### src/rtl/multicycle_control_fsm_pkg.sv
// ----------------------------------------------------------------------------
// mc_ctrl_pkg
//   Shared definitions for the multi-cycle MIPS control unit:
//   - instruction opcode and R-type funct field encodings
//   - ALU operation codes (ADD=0 SUB=1 AND=2 OR=3 SLT=4)
//   - alu_src_b and pc_src mux select encodings
//   - the controller state enumeration
//   - is_mem_state(): true for states that wait on mem_ready
//
// Configuration macro: MC_CTRL_JUMP_EN
//   Defined   -> the enumeration contains S_JUMP (j instruction supported).
//   Undefined -> no S_JUMP state exists.
// ----------------------------------------------------------------------------
package mc_ctrl_pkg;

  // Primary opcode field IR[31:26]
  localparam logic [5:0] OP_RTYPE = 6'b000000;
  localparam logic [5:0] OP_LW    = 6'b100011;
  localparam logic [5:0] OP_SW    = 6'b101011;
  localparam logic [5:0] OP_BEQ   = 6'b000100;
  localparam logic [5:0] OP_J     = 6'b000010;

  // R-type funct field IR[5:0]
  localparam logic [5:0] FN_ADD = 6'b100000;
  localparam logic [5:0] FN_SUB = 6'b100010;
  localparam logic [5:0] FN_AND = 6'b100100;
  localparam logic [5:0] FN_OR  = 6'b100101;
  localparam logic [5:0] FN_SLT = 6'b101010;

  // ALU operation codes, zero-extended to ALU_OP_W at the point of use
  localparam logic [2:0] ALU_ADD = 3'd0;
  localparam logic [2:0] ALU_SUB = 3'd1;
  localparam logic [2:0] ALU_AND = 3'd2;
  localparam logic [2:0] ALU_OR  = 3'd3;
  localparam logic [2:0] ALU_SLT = 3'd4;

  // ALU B-operand select
  localparam logic [1:0] SRCB_RT      = 2'd0;
  localparam logic [1:0] SRCB_FOUR    = 2'd1;
  localparam logic [1:0] SRCB_IMM     = 2'd2;
  localparam logic [1:0] SRCB_IMM_SH2 = 2'd3;

  // Next-PC select
  localparam logic [1:0] PCSRC_ALU    = 2'd0;
  localparam logic [1:0] PCSRC_ALUOUT = 2'd1;
  localparam logic [1:0] PCSRC_JUMP   = 2'd2;

  typedef enum logic [3:0] {
    S_IDLE,
    S_FETCH,
    S_DECODE,
    S_MEMADR,
    S_MEMRD,
    S_MEMWB,
    S_MEMWR,
    S_EXEC,
    S_ALUWB,
    S_BRANCH,
`ifdef MC_CTRL_JUMP_EN
    S_JUMP,
`endif
    S_ERROR
  } state_t;

  // States in which the controller is waiting for memory to complete a
  // request; only these states count wait cycles and can time out.
  function automatic logic is_mem_state(input state_t s);
    return (s == S_FETCH) || (s == S_MEMRD) || (s == S_MEMWR);
  endfunction

endpackage

### src/rtl/multicycle_control_fsm_if.sv
// ----------------------------------------------------------------------------
// multicycle_control_fsm_if
//   Memory handshake between the multi-cycle controller and the shared
//   instruction/data memory.
//
//   mem_read   controller -> memory  read request
//   mem_write  controller -> memory  write request
//   iord       controller -> memory  address select (0=PC, 1=ALUOut)
//   mem_ready  memory -> controller  current request completes this cycle
//
//   Modports: master = controller, slave = memory side.
// ----------------------------------------------------------------------------
interface multicycle_control_fsm_if;

  logic mem_read;
  logic mem_write;
  logic iord;
  logic mem_ready;

  modport master (
    output mem_read,
    output mem_write,
    output iord,
    input  mem_ready
  );

  modport slave (
    input  mem_read,
    input  mem_write,
    input  iord,
    output mem_ready
  );

endinterface

### src/rtl/multicycle_control_fsm_alu_decoder.sv
// ----------------------------------------------------------------------------
// mc_alu_decoder
//   Combinational R-type funct decoder for the multi-cycle controller.
//
//   funct   in   6         IR[5:0]
//   alu_op  out  ALU_OP_W  ALU operation for the funct (ADD when illegal)
//   legal   out  1         funct is one of add/sub/and/or/slt
// ----------------------------------------------------------------------------
module mc_alu_decoder
  import mc_ctrl_pkg::*;
#(
  parameter int ALU_OP_W = 3
) (
  input  logic [5:0]          funct,
  output logic [ALU_OP_W-1:0] alu_op,
  output logic                legal
);

  always_comb begin
    alu_op = ALU_OP_W'(ALU_ADD);
    legal  = 1'b1;
    case (funct)
      FN_ADD:  alu_op = ALU_OP_W'(ALU_ADD);
      FN_SUB:  alu_op = ALU_OP_W'(ALU_SUB);
      FN_AND:  alu_op = ALU_OP_W'(ALU_AND);
      FN_OR:   alu_op = ALU_OP_W'(ALU_OR);
      FN_SLT:  alu_op = ALU_OP_W'(ALU_SLT);
      default: legal  = 1'b0;
    endcase
  end

endmodule

### src/rtl/multicycle_control_fsm.sv
// ----------------------------------------------------------------------------
// multicycle_control_fsm
//   Multi-cycle MIPS control unit. One FSM walks each instruction through
//   fetch / decode / execute / memory / writeback and drives the datapath
//   mux selects and write enables. Memory accesses wait for mem_ready with a
//   bounded wait; unsupported instructions and memory timeouts lock the unit
//   in ERROR until reset.
//
// Parameters
//   ALU_OP_W  width of alu_op (>=3)
//   MAX_WAIT  wait cycles a memory state tolerates before timing out (>=1)
//   CNT_W     width of the retired-instruction counter
//
// Ports
//   clk, reset      rising-edge clock, synchronous active-high reset
//   opcode, funct   instruction register fields
//   mem_bus         memory handshake (master modport: mem_read, mem_write,
//                   iord out; mem_ready in)
//   pc_write, pc_write_cond, ir_write, reg_dst, mem_to_reg, reg_write,
//   alu_src_a, alu_src_b, pc_src, alu_op
//                   datapath controls (all 0 in IDLE and ERROR)
//   instr_count     retired instructions, wraps
//   err_illegal     sticky: unsupported opcode or funct
//   err_timeout     sticky: memory wait exceeded MAX_WAIT
//
// Configuration macro: MC_CTRL_JUMP_EN
//   Defined   -> opcode j decodes to JUMP (pc_write, pc_src=jump target).
//   Undefined -> opcode j is treated as illegal.
// ----------------------------------------------------------------------------
module multicycle_control_fsm
  import mc_ctrl_pkg::*;
#(
  parameter int ALU_OP_W = 3,
  parameter int MAX_WAIT = 15,
  parameter int CNT_W    = 32
) (
  input  logic                      clk,
  input  logic                      reset,
  input  logic [5:0]                opcode,
  input  logic [5:0]                funct,
  multicycle_control_fsm_if.master  mem_bus,
  output logic                      pc_write,
  output logic                      pc_write_cond,
  output logic                      ir_write,
  output logic                      reg_dst,
  output logic                      mem_to_reg,
  output logic                      reg_write,
  output logic                      alu_src_a,
  output logic [1:0]                alu_src_b,
  output logic [1:0]                pc_src,
  output logic [ALU_OP_W-1:0]       alu_op,
  output logic [CNT_W-1:0]          instr_count,
  output logic                      err_illegal,
  output logic                      err_timeout
);

  localparam int WAIT_W = (MAX_WAIT < 1) ? 1 : $clog2(MAX_WAIT + 1);
  localparam logic [WAIT_W-1:0] WAIT_LIMIT = WAIT_W'(MAX_WAIT);

  state_t               state_q;
  state_t               state_d;
  logic [WAIT_W-1:0]    wait_cnt_q;
  logic [WAIT_W-1:0]    wait_cnt_d;
  logic [ALU_OP_W-1:0]  alu_op_hold_q;
  logic [ALU_OP_W-1:0]  dec_alu_op;
  logic                 dec_legal;
  logic                 mem_timeout;
  logic                 retire;
  logic                 set_illegal;
  logic                 set_timeout;

  mc_alu_decoder #(
    .ALU_OP_W (ALU_OP_W)
  ) u_alu_decoder (
    .funct  (funct),
    .alu_op (dec_alu_op),
    .legal  (dec_legal)
  );

  // A ready on the limit cycle still completes the access normally.
  assign mem_timeout = (wait_cnt_q == WAIT_LIMIT) && !mem_bus.mem_ready;

  // Next-state and Moore outputs. Only ir_write/pc_write in FETCH and the
  // MEMWR retire pulse depend on mem_ready.
  always_comb begin
    state_d           = state_q;
    pc_write          = 1'b0;
    pc_write_cond     = 1'b0;
    ir_write          = 1'b0;
    reg_dst           = 1'b0;
    mem_to_reg        = 1'b0;
    reg_write         = 1'b0;
    alu_src_a         = 1'b0;
    alu_src_b         = SRCB_RT;
    pc_src            = PCSRC_ALU;
    alu_op            = ALU_OP_W'(ALU_ADD);
    mem_bus.mem_read  = 1'b0;
    mem_bus.mem_write = 1'b0;
    mem_bus.iord      = 1'b0;
    retire            = 1'b0;
    set_illegal       = 1'b0;
    set_timeout       = 1'b0;

    case (state_q)
      S_IDLE: begin
        state_d = S_FETCH;
      end

      // PC+4 is computed alongside the instruction read so the PC can be
      // updated in the same cycle the instruction register is loaded.
      S_FETCH: begin
        mem_bus.mem_read = 1'b1;
        alu_src_b        = SRCB_FOUR;
        if (mem_bus.mem_ready) begin
          ir_write = 1'b1;
          pc_write = 1'b1;
          state_d  = S_DECODE;
        end else if (mem_timeout) begin
          set_timeout = 1'b1;
          state_d     = S_ERROR;
        end
      end

      // Branch target is precomputed here while the opcode is examined.
      S_DECODE: begin
        alu_src_b = SRCB_IMM_SH2;
        case (opcode)
          OP_LW, OP_SW: state_d = S_MEMADR;
          OP_RTYPE:     state_d = S_EXEC;
          OP_BEQ:       state_d = S_BRANCH;
`ifdef MC_CTRL_JUMP_EN
          OP_J:         state_d = S_JUMP;
`endif
          default: begin
            set_illegal = 1'b1;
            state_d     = S_ERROR;
          end
        endcase
      end

      S_MEMADR: begin
        alu_src_a = 1'b1;
        alu_src_b = SRCB_IMM;
        state_d   = (opcode == OP_LW) ? S_MEMRD : S_MEMWR;
      end

      S_MEMRD: begin
        mem_bus.mem_read = 1'b1;
        mem_bus.iord     = 1'b1;
        if (mem_bus.mem_ready) begin
          state_d = S_MEMWB;
        end else if (mem_timeout) begin
          set_timeout = 1'b1;
          state_d     = S_ERROR;
        end
      end

      S_MEMWB: begin
        reg_write  = 1'b1;
        mem_to_reg = 1'b1;
        retire     = 1'b1;
        state_d    = S_FETCH;
      end

      S_MEMWR: begin
        mem_bus.mem_write = 1'b1;
        mem_bus.iord      = 1'b1;
        if (mem_bus.mem_ready) begin
          retire  = 1'b1;
          state_d = S_FETCH;
        end else if (mem_timeout) begin
          set_timeout = 1'b1;
          state_d     = S_ERROR;
        end
      end

      // An unsupported funct is caught here, one cycle before writeback,
      // so no register write is ever issued for it.
      S_EXEC: begin
        alu_src_a = 1'b1;
        alu_src_b = SRCB_RT;
        alu_op    = dec_alu_op;
        if (dec_legal) begin
          state_d = S_ALUWB;
        end else begin
          set_illegal = 1'b1;
          state_d     = S_ERROR;
        end
      end

      S_ALUWB: begin
        reg_write = 1'b1;
        reg_dst   = 1'b1;
        alu_op    = alu_op_hold_q;
        retire    = 1'b1;
        state_d   = S_FETCH;
      end

      S_BRANCH: begin
        alu_src_a     = 1'b1;
        alu_src_b     = SRCB_RT;
        alu_op        = ALU_OP_W'(ALU_SUB);
        pc_write_cond = 1'b1;
        pc_src        = PCSRC_ALUOUT;
        retire        = 1'b1;
        state_d       = S_FETCH;
      end

`ifdef MC_CTRL_JUMP_EN
      S_JUMP: begin
        pc_write = 1'b1;
        pc_src   = PCSRC_JUMP;
        retire   = 1'b1;
        state_d  = S_FETCH;
      end
`endif

      S_ERROR: begin
        state_d = S_ERROR;
      end

      default: begin
        state_d = S_IDLE;
      end
    endcase
  end

  // The wait counter only runs while parked in a memory state without
  // ready; any state change or completed access clears it, which also
  // covers re-entering FETCH straight out of MEMWR.
  always_comb begin
    wait_cnt_d = '0;
    if (is_mem_state(state_q) && (state_d == state_q) && !mem_bus.mem_ready) begin
      wait_cnt_d = wait_cnt_q + WAIT_W'(1);
    end
  end

  always_ff @(posedge clk) begin
    if (reset) begin
      state_q       <= S_IDLE;
      wait_cnt_q    <= '0;
      alu_op_hold_q <= ALU_OP_W'(ALU_ADD);
      instr_count   <= '0;
      err_illegal   <= 1'b0;
      err_timeout   <= 1'b0;
    end else begin
      state_q    <= state_d;
      wait_cnt_q <= wait_cnt_d;
      // ALUWB replays the operation chosen in EXEC.
      if (state_q == S_EXEC) begin
        alu_op_hold_q <= dec_alu_op;
      end
      if (retire) begin
        instr_count <= instr_count + CNT_W'(1);
      end
      if (set_illegal) begin
        err_illegal <= 1'b1;
      end
      if (set_timeout) begin
        err_timeout <= 1'b1;
      end
    end
  end

endmodule
### src/flat_wrapper.sv
// flat-port wrapper written by rule: the top's interface ports become plain ports
module multicycle_control_fsm_flat import mc_ctrl_pkg::*;
#(
  parameter int ALU_OP_W = 3,
  parameter int MAX_WAIT = 15,
  parameter int CNT_W    = 32
)
  (clk, reset, opcode, funct, pc_write, pc_write_cond, ir_write, reg_dst, mem_to_reg, reg_write, alu_src_a, alu_src_b, pc_src, alu_op, instr_count, err_illegal, err_timeout, mem_bus_mem_read, mem_bus_mem_write, mem_bus_iord, mem_bus_mem_ready);
  multicycle_control_fsm_if mem_bus_i ();
  input  logic clk;
  input  logic reset;
  input  logic [5:0] opcode;
  input  logic [5:0] funct;
  output logic pc_write;
  output logic pc_write_cond;
  output logic ir_write;
  output logic reg_dst;
  output logic mem_to_reg;
  output logic reg_write;
  output logic alu_src_a;
  output logic [1:0] alu_src_b;
  output logic [1:0] pc_src;
  output logic [ALU_OP_W-1:0] alu_op;
  output logic [CNT_W-1:0] instr_count;
  output logic err_illegal;
  output logic err_timeout;
  output wire logic [$bits(mem_bus_i.mem_read)-1:0] mem_bus_mem_read;
  output wire logic [$bits(mem_bus_i.mem_write)-1:0] mem_bus_mem_write;
  output wire logic [$bits(mem_bus_i.iord)-1:0] mem_bus_iord;
  input wire logic [$bits(mem_bus_i.mem_ready)-1:0] mem_bus_mem_ready;
  assign mem_bus_mem_read = mem_bus_i.mem_read;
  assign mem_bus_mem_write = mem_bus_i.mem_write;
  assign mem_bus_iord = mem_bus_i.iord;
  assign mem_bus_i.mem_ready = mem_bus_mem_ready;
  multicycle_control_fsm #(.ALU_OP_W(ALU_OP_W), .MAX_WAIT(MAX_WAIT), .CNT_W(CNT_W)) u_core (.clk(clk), .reset(reset), .opcode(opcode), .funct(funct), .mem_bus(mem_bus_i), .pc_write(pc_write), .pc_write_cond(pc_write_cond), .ir_write(ir_write), .reg_dst(reg_dst), .mem_to_reg(mem_to_reg), .reg_write(reg_write), .alu_src_a(alu_src_a), .alu_src_b(alu_src_b), .pc_src(pc_src), .alu_op(alu_op), .instr_count(instr_count), .err_illegal(err_illegal), .err_timeout(err_timeout));
endmodule
### config.mk
export PLATFORM = sky130hd
export DESIGN_NAME = multicycle_control_fsm_flat
export DESIGN_NICKNAME = d
export VERILOG_FILES = /design/src/rtl/multicycle_control_fsm_pkg.sv /design/src/rtl/multicycle_control_fsm_if.sv /design/src/rtl/multicycle_control_fsm_alu_decoder.sv /design/src/rtl/multicycle_control_fsm.sv /design/src/flat_wrapper.sv
export SDC_FILE = /design/constraint.sdc
export NUM_CORES = 1
export LEC_CHECK = 0
export ABC_CLOCK_PERIOD_IN_PS = 2400
export CAP_MARGIN = 10
export CORE_ASPECT_RATIO = 1.1
export CORE_MARGIN = 2
export CORE_UTILIZATION = 49
export DETAILED_ROUTE_END_ITERATION = 8
export MAX_ROUTING_LAYER = met4
export PLACE_DENSITY_LB_ADDON = 0.15
export RECOVER_POWER = 25
export SETUP_SLACK_MARGIN = 0.5
export SYNTH_ARGS = -nofsm -noshare
export SYNTH_HDL_FRONTEND = slang
export SYNTH_HIERARCHICAL = 1
export SYNTH_SLANG_ARGS = --single-unit
### constraint.sdc
create_clock -name clk -period 2.4 [get_ports clk]
set_clock_uncertainty 0.05 [all_clocks]
set_input_delay 0.24 -clock clk [delete_from_list [all_inputs] [get_ports clk]]
set_output_delay 0.24 -clock clk [all_outputs]
set_load 0.1 [all_outputs]
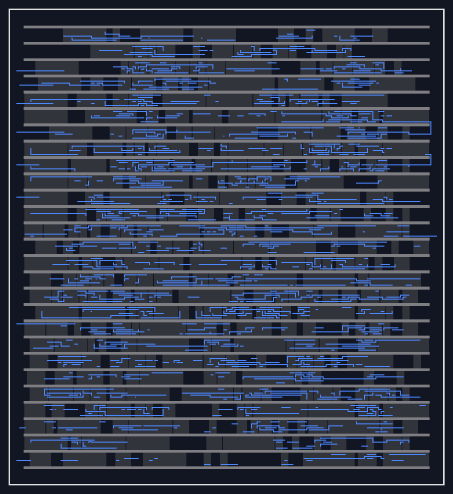
Figure 1: run 1, signal wires on met1.
Drawn at 6 px/µm. Supply wires on this layer in grey. Cells faint in the background.
nets with wire on the layer: 358
main direction: horizontal
share of all routed wire: 41%
longest straight run: 23.0 µm
wire length on this layer: 2820 µm
drt total wl: 6.95 mm
vias: 2602
grt met1 use: 0.286

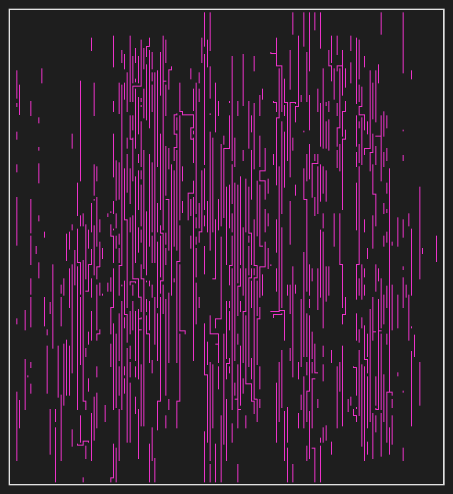
Figure 2: run 1, the metal 2 layer.
Drawn at 6 px/µm.
longest straight run: 37.2 µm
nets with wire on the layer: 366
share of all routed wire: 52%
main direction: vertical

==> Slide: Implementation Results, run 1 <==
Physical Implementation Snapshot

Final layout
  • Logic inverters: 2
  • Signal buf overhead: 0.239
  • Flop count: between 40 and 50
  • Nonclk buf count: 99
  • Area-dominant class: multi-input combinational cells
  • # diodes: 0

Setup path
  • CP Buf/Inv Count: 3
  • Critical path's slowest cell: dfxtp_4
  • R2r endpoint: u_core/alu_op_hold_q[0]$_SDFFE_PP0N_
  • Setup CP Type: flop to output pin

Timing
  • Least-Margin Pin Slew: 1170 ps
  • Slew HR: 0.221

Synthesis
  • Post-synth mux share: 0.00899
  • Synthesized Nets: ~330
  • Adder Area Share: 0.00999

Clock tree
  • Clk buf depth: 2

Power
  • Comb group: 0.000575 W

Worst hold path
  • Hold worst-path end: u_core/alu_op_hold_q[2]$_SDFFE_PP0N_

Run status
  • Status: completed

Global route
  • Most crowded layer after global routing: met2

Route
  • # DRC: 0

Place
  • Place WS: around 310 ps
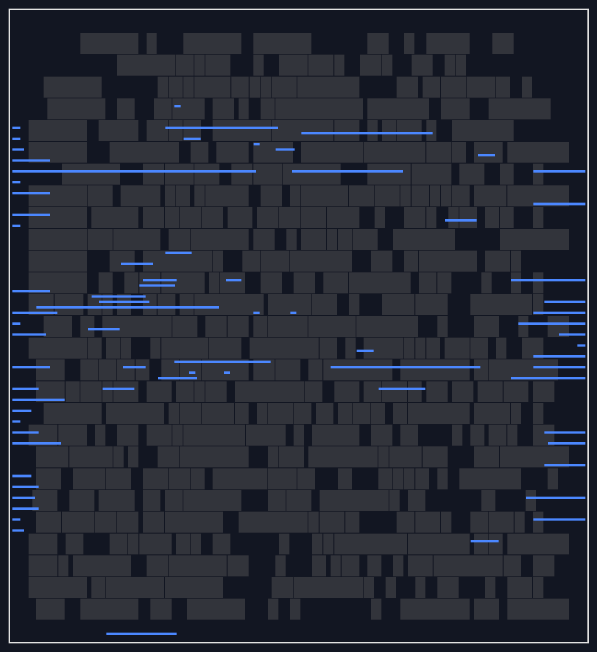
Figure 3: run 1, signal wires on met3.
Drawn at 8 px/µm. Cells faint in the background.
wire length on this layer: 361 µm
longest straight run: 30.1 µm
nets with wire on the layer: 63
share of all routed wire: 5.2%
M3 GR Usage: 0.0368

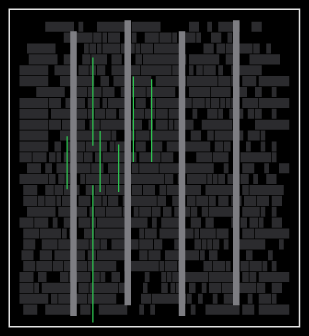
Figure 4: run 1, met4 routing.
Drawn at 4 px/µm. Supply wires on this layer in grey. Cells faint in the background.
nets with wire on the layer: 7
share of all routed wire: 2.0%

run 1: synth_stat cells, drive strengths merged (3+ instances only):
master  number
xor2        16
nand3       17
a211oi       3
a21oi       14
nor2        47
and3         4
nor4b        4
dfxtp       45
clkbuf       9
nor2b        6
nand2       29
nand4       13
and4         6
nor4         4
and2         4
nand2b       6
nor3        15
buf         11
or4          3
o21ai        8
xnor2       12
run 1: flip-flops by register name, indices dropped and copies added (netlist names):
| signal | flops |
|---|---|
| u_core/instr_count | 32 |
| u_core/state_q | 4 |
| u_core/wait_cnt_q | 4 |
| u_core/alu_op_hold_q | 3 |
| u_core/err_illegal | 1 |
| u_core/err_timeout | 1 |
==> inputs of run 2 (changes only) <==
Settings changed: ABC_CLOCK_PERIOD_IN_PS 2400 to 1500, CORE_UTILIZATION 49 to 44.
Clock period 2.4 ns to 1.5 ns, I/O delays scaled along.
==> Slide: Implementation Results, run 2 <==
Implementation Results

Clock tree
  • # clock sinks: 45 (unchanged)
  • CTS Hold Bufs: 0 (unchanged)
  • Clk buf depth: 2 (unchanged)
  • Resize count post-CTS: 157 (was 20)
  • CTS root buf: clkbuf_8 (unchanged)
  • # Post-CTS Setup Buffers: 37 (was 12)
  • H-Tree Depth: 2 (unchanged)
  • CTS Buf Count: 5 (unchanged)

Synthesis
  • Cell with the most instances after synthesis: nor2_1 (unchanged)
  • Ys cells: 310 (unchanged)
  • Seq share, synth: 0.360 (unchanged)
  • Yosys reg bits: 45 (unchanged)
  • Yosys Chip Area: 0.00250 mm² (unchanged)
  • Synthesized Nets: 327 (unchanged)
  • Cells after synthesis: 310 (unchanged)
  • Post-synth area hogs: dfxtp_1 (36%), nor2_1 (7.0%), xor2_1 (5.6%) (unchanged)
  • EDFF count, synth: 0 (unchanged)
  • Syn Area/Cell: 8.08 µm² (unchanged)
  • Asr flop ratio synth: 0 (unchanged)
  • Most frequent cells after synthesis: nor2_1 (47), dfxtp_1 (45), nand2_1 (28) (unchanged)
  • Cell variety after synth: 54 (unchanged)
  • Main flop type after synthesis: dfxtp_1 (unchanged)

Die
  • Initial Util: 0.461 (was 0.504)
  • Num ports: 66 (unchanged)
  • Chip width: 75.9 µm (was 72.2 µm)
  • Std-Cell Rows: 28 (was 27)
  • Die H: 83.1 µm (was 79.0 µm)

Run status
  • First Err: [ERROR DPL-0038] Utilization greater than 100%, impossible to legalize
  • Failed at: clock tree synthesis
  • Status: aborted with a tool error (was completed)

Place
  • Place WS: -458 ps (was 313 ps)
  • Buffers on Ports: 64 (unchanged)
run 2: cell counts after synthesis:
No cell type changed its count.
run 2: per-stage QoR:
step                cell area (µm²)  std cells  TNS [ps]   util  total power [W]
global placement               4680        508     -9600  0.862          0.00221
floorplan                      2970        310    -18890      -          0.00190
detailed placement             4680        508    -12500  0.862          0.00224
run 2: logic make-up after synthesis:
kind of cell	share of synthesized area
AOI/OAI and AO/OA	0.0969
muxes	0.00899
and+or+nand+nor	0.381
xor gates and xnor gates	0.0979
DFF	0.360
other	0.00150
buffers and inverters	0.0440
adders and majority gates	0.00999
==> inputs of run 3 (changes only) <==
Settings changed: ABC_CLOCK_PERIOD_IN_PS 1500 to 2000, CORE_ASPECT_RATIO 1.1 to default, CORE_UTILIZATION 44 to 40, MAX_ROUTING_LAYER met4 to default, SETUP_SLACK_MARGIN 0.5 to default.
Clock period 1.5 ns to 2 ns, I/O delays scaled along.
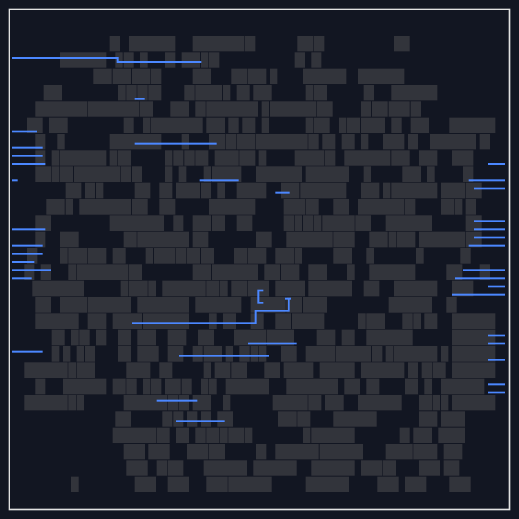
Figure 5: run 3, signal wires on met3.
Drawn at 6 px/µm. Cells faint in the background.
wire length on this layer: 249 µm
nets with wire on the layer: 36
longest straight run: 20.5 µm
share of all routed wire: 3.9%
main direction: horizontal
drt total wl: 6.35 mm
vias: 2447
M3 GR Usage: 0.0378

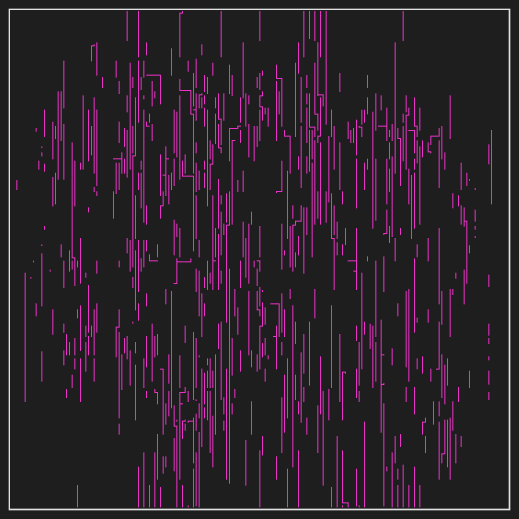
Figure 6: run 3, the metal 2 layer.
Drawn at 6 px/µm.
main direction: vertical
share of all routed wire: 45%

==> Slide: Implementation Results, run 3 <==
Physical Implementation Snapshot

Clock tree
  • # Post-CTS Setup Buffers: 0 (was 37)
  • Resize count post-CTS: 2 (was 157)
  • Clk buf depth: 2 (unchanged)
  • # clock sinks: 45 (unchanged)
  • CTS root buf: clkbuf_8 (unchanged)
  • CTS Buf Count: 5 (unchanged)
  • H-Tree Depth: 2 (unchanged)

Setup path
  • R2r endpoint: u_core/instr_count[14]$_SDFFE_PP0P_
  • CP Buf/Inv Count: 2
  • Critical path's slowest cell: clkdlybuf4s50_1

Synthesis
  • Syn Area/Cell: 8.08 µm² (unchanged)
  • Yosys Chip Area: 0.00250 mm² (unchanged)
  • Post-synth area hogs: dfxtp_1 (36%), nor2_1 (7.0%), xor2_1 (5.6%) (unchanged)
  • Adder Area Share: 0.00999 (unchanged)
  • Yosys aoi share: 0.0969 (unchanged)
  • Ys cells: 310 (unchanged)
  • Main flop type after synthesis: dfxtp_1 (unchanged)
  • EDFF count, synth: 0 (unchanged)
  • Post-synth mux share: 0.00899 (unchanged)
  • Most frequent cells after synthesis: nor2_1 (47), dfxtp_1 (45), nand2_1 (28) (unchanged)
  • Top logic family: simple AND/OR/NAND/NOR gates (unchanged)
  • Seq share, synth: 0.360 (unchanged)
  • Asr flop ratio synth: 0 (unchanged)
  • Synthesized Nets: 327 (unchanged)

Final layout
  • Logic inverters: 2
  • Signal buf overhead: 0.233
  • # diodes: 0
  • Regs by FF count: u_core/instr_count (32), u_core/state_q (4), u_core/wait_cnt_q (4)
  • Max FFs per register: 32
  • Nonclk buf count: between 80 and 90

Place
  • Placed cell area: 0.00366 mm² (was 0.00468 mm²)

Worst hold path
  • Hold worst-path end: u_core/alu_op_hold_q[1]$_SDFFE_PP0N_

Timing
  • Slew HR: 0.603
  • Least-Margin Pin Slew: 591 ps

Die
  • Die H: 83.1 µm (unchanged)
  • Initial Util: 0.418 (was 0.461)
  • Std-Cell Rows: 28 (unchanged)

Global route
  • Most crowded layer after global routing: met2

Route
  • # DRC: 0

Run status
  • Status: completed (was aborted with a tool error)

Power
  • Comb group: 0.000659 W
[run 3: through the flow]
| stage | setup TNS (ps) | worst slack (ps) | hold slack (ps) |
|---|---|---|---|
| after floorplan | -1490 | -327 | 337 |
| after global placement | 0 | 43.9 | 383 |
| after detailed placement | 0 | 26.7 | 397 |
| after CTS | 0 | 3.87 | 409 |
| after global routing | 0 | 1.86 | 367 |
| final | 0 | 94.6 | 344 |
[run 3: layer usage]
layer	wire length (µm)	vias up	part of all wire
met5	0	-	0
met4	37	0	0.0058
met2	2860	48	0.45
met3	249	4	0.039
li1	-	1241	-
met1	3210	1154	0.50
[run 3: logic make-up after synthesis]
kind of cell,after synthesis
multiplexers,2
AND/OR/NAND/NOR,172
flip-flops,45
XOR/XNOR,28
other,1
AND-OR/OR-AND,38
adder cells (fa/ha/maj),2
buffers and inverters,22
No activity file was given, so power comes from the tool's default toggle rates.
